==> src/rtl/otter_fetch_unit.sv <==
// OTTER RV32I instruction fetch stage: owns the PC, issues single-outstanding
// instruction-memory requests and presents the fetched word to decode.
module otter_fetch_unit #(
    parameter logic [31:0] RESET_VECTOR = 32'h0000_0000,
    parameter logic [31:0] NOP_INSTR    = 32'h0000_0013
) (
    input  logic        CLK,
    input  logic        RST,
    input  logic        REDIRECT,
    input  logic [31:0] REDIRECT_ADDR,
    output logic        IMEM_REQ,
    output logic [31:0] IMEM_ADDR,
    input  logic        IMEM_ACK,
    input  logic [31:0] IMEM_RDATA,
    output logic [31:0] IR,
    output logic        IR_VALID,
    input  logic        IR_READY,
    output logic [31:0] PC,
    output logic [31:0] PC_PLUS4,
    output logic        MISALIGN
);

    typedef enum logic [1:0] {
        StIdle,
        StWait,
        StHold,
        StDrain
    } state_e;

    state_e      state_q, state_d;
    logic [31:0] pc_q, pc_d;
    logic [31:0] faddr_q, faddr_d;
    logic [31:0] ir_q, ir_d;
    logic        ir_valid_q, ir_valid_d;
    logic        misalign_q, misalign_d;

    logic [31:0] pc_inc;
    logic [31:0] target;

    assign pc_inc = pc_q + 32'd4;
    assign target = {REDIRECT_ADDR[31:2], 2'b00};

    always_comb begin
        state_d    = state_q;
        pc_d       = pc_q;
        faddr_d    = faddr_q;
        ir_d       = ir_q;
        ir_valid_d = ir_valid_q;
        misalign_d = 1'b0;

        unique case (state_q)
            StIdle: begin
                faddr_d = pc_q;
                state_d = StWait;
            end
            StWait: begin
                if (IMEM_ACK) begin
                    ir_d       = IMEM_RDATA;
                    ir_valid_d = 1'b1;
                    state_d    = StHold;
                end
            end
            StHold: begin
                if (ir_valid_q && IR_READY) begin
                    pc_d       = pc_inc;
                    faddr_d    = pc_inc;
                    ir_valid_d = 1'b0;
                    state_d    = StWait;
                end
            end
            StDrain: begin
                if (IMEM_ACK) begin
                    faddr_d = pc_q;
                    state_d = StWait;
                end
            end
            default: state_d = StIdle;
        endcase

        // Redirect wins over everything above; an in-flight request must
        // complete at its original address before the new target is issued.
        if (REDIRECT) begin
            pc_d       = target;
            ir_d       = NOP_INSTR;
            ir_valid_d = 1'b0;
            misalign_d = |REDIRECT_ADDR[1:0];
            unique case (state_q)
                StIdle, StHold: begin
                    faddr_d = target;
                    state_d = StWait;
                end
                StWait, StDrain: begin
                    if (IMEM_ACK) begin
                        faddr_d = target;
                        state_d = StWait;
                    end else begin
                        faddr_d = faddr_q;
                        state_d = StDrain;
                    end
                end
                default: state_d = StIdle;
            endcase
        end
    end

    always_ff @(posedge CLK) begin
        if (RST) begin
            state_q    <= StIdle;
            pc_q       <= RESET_VECTOR;
            faddr_q    <= RESET_VECTOR;
            ir_q       <= NOP_INSTR;
            ir_valid_q <= 1'b0;
            misalign_q <= 1'b0;
        end else begin
            state_q    <= state_d;
            pc_q       <= pc_d;
            faddr_q    <= faddr_d;
            ir_q       <= ir_d;
            ir_valid_q <= ir_valid_d;
            misalign_q <= misalign_d;
        end
    end

    assign IMEM_REQ  = (state_q == StWait) || (state_q == StDrain);
    assign IMEM_ADDR = faddr_q;
    assign IR        = ir_q;
    assign IR_VALID  = ir_valid_q;
    assign PC        = pc_q;
    assign PC_PLUS4  = pc_inc;
    assign MISALIGN  = misalign_q;

endmodule

==> config.mk <==
export PLATFORM = sky130hd
export DESIGN_NAME = otter_fetch_unit
export DESIGN_NICKNAME = d
export VERILOG_FILES = /design/src/rtl/otter_fetch_unit.sv
export SDC_FILE = /design/constraint.sdc
export NUM_CORES = 1
export LEC_CHECK = 0
export CAP_MARGIN = 40
export CORE_ASPECT_RATIO = 0.6
export CORE_MARGIN = 2
export CORE_UTILIZATION = 45
export DETAILED_ROUTE_END_ITERATION = 7
export GPL_TIMING_DRIVEN = 0
export PLACE_DENSITY = 0.79
export SYNTH_ARGS = -nofsm -noshare
export SYNTH_HDL_FRONTEND = slang
export SYNTH_SLANG_ARGS = --single-unit
export TNS_END_PERCENT = 20
==> constraint.sdc <==
create_clock -name CLK -period 5.1 [get_ports CLK]
set_input_delay 0.51 -clock CLK [delete_from_list [all_inputs] [get_ports CLK]]
set_output_delay 0.51 -clock CLK [all_outputs]
set_load 0.05 [all_outputs]
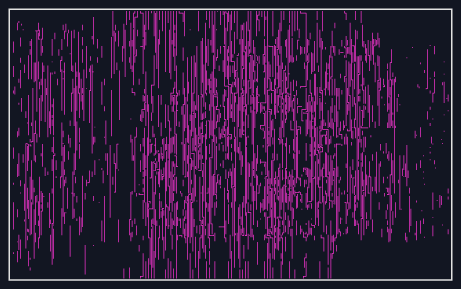
(metal 2)
Scale: 3 px per um.
The layer holds 42% of the routed length. The layer carries 7,960 um of wire. The longest straight run is 47.6 um. 788 nets have wire on it. The wires run mostly vertical.

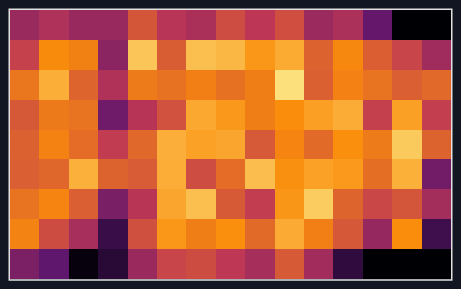
(cell area per tile)
Scale: 3 px per um. The die is cut into 15 by 9 equal tiles; black is low, pale yellow is high, 0 to 100% covered.
4.4% of the tiles are nearly empty. The fullest tile reaches 93%. The mean over all tiles is 59%. 24% of the tiles are over 75% full.

==> run notes <==
On the backend side, the flow ran end to end.

The clock transition at the registers of the reported paths stands at ~70 ps. The number of gates given a new drive strength after cts stands at 0. The total global routing track utilization stands at between 20 and 30%. The sequential group share of total power stands at approximately 37%. The async set-reset flop share out of synthesis stands at 0%. In the power breakdown, the biggest contributor is sequential cells. The global routing report lists met3 layer usage as a little under an eighth. The post-layout net count stands at 971. Together, buffers and inverters on the worst path number 1.

For reference, the final report shows the hold violation count at 0. The half-perimeter wire length of the detailed placement result stands at around 14,000 um. For this run, the chip area from Yosys synthesis comes to 0.00552 sq mm.

The chip occupies approximately 0.013 sq mm. The flow inserted 165 tap cells. The floorplan report gives the top-level pin count as ~200.

The number of non-clock inverters in the layout stands at 5. The synthesized netlist occupies a cell area of between 0.005 and 0.006 sq mm. The mux contribution to synthesized area stands at 0.567%. The yosys warning tally stands at 0. The non-clock buffer total of the final layout stands at 265. The number of instances in the synthesized netlist stands at between 600 and 700. Per the synthesis report, the simple-gate share of the synthesized area is approximately 27%. The worst setup path is of the flop to primary output kind. Final hold analysis gives a worst-case slack of 399 ps.

The maximum number of pins on one net before global-route repair stands at 17. Averaged over all synthesized cells, the footprint is around 8 sq um. According to the hold report, the worst path is of the primary input to flop type. The antenna violation net count after detailed routing stands at 0. In the routed layout, each cell is associated on average with a via count of 5.51. The pre-antenna-repair detailed-routing pass consisted of 5 iterations. Derived from the worst setup path, the maximum achievable clock frequency is about 0.25 GHz. The total of fill cells in the finished design stands at 1,030. The number of synthesized flops with an enable pin stands at 0. The data required time at the worst endpoint stands at around 4600 ps.

The cell that appears most often on the critical path is nand3_1. Per the CTS log, the buffer count on the longest clock path is 2. Including well taps, the total number of placed cells is between 1,000 and 1,500. The later pin in the worst-skew pair is clocked with a latency of around 350 ps. The floorplan row count stands at 31. In this run switching power makes up about a third of total power. The number of different library cells used by synthesis comes to between 50 and 60.

The run finished with clean final reports. Once synthesis finished, the tally of register bits stood at around 96. The clock net in this run drives a total of around 96 sinks. Global routing put the most usage on met2.

The number of max-slew violations in the final report stands at 0. The routing usage on met1 stands at ~39%.
layout by cell type (no fill, tap or decap), types with 3 or more instances in the layout:
cell             instances
nor4_1                  11
buf_2                   12
nor2b_1                  4
a211oi_2                 3
nand4b_1                 3
a21oi_1                 43
inv_1                    5
dfxtp_1                 96
o211ai_1                 5
buf_1                    4
o21ai_0                 29
conb_1                   6
buf_6                    5
o21a_1                  15
and3_1                   7
clkbuf_8                12
xor2_1                  30
a31oi_1                  3
o2bb2ai_1                3
clkbuf_16                9
and4_1                   4
a221oi_1                 3
a21boi_0                 4
xnor2_1                 47
clkdlybuf4s50_1        192
nand3_1                 34
clkbuf_1                31
a211oi_1                19
nand4_1                 22
nand2_1                126
buf_4                   10
nor3_1                  14
nand2b_1                 5
or3_1                    3
nor2_1                  48
Power and IR drop assume default switching activity.
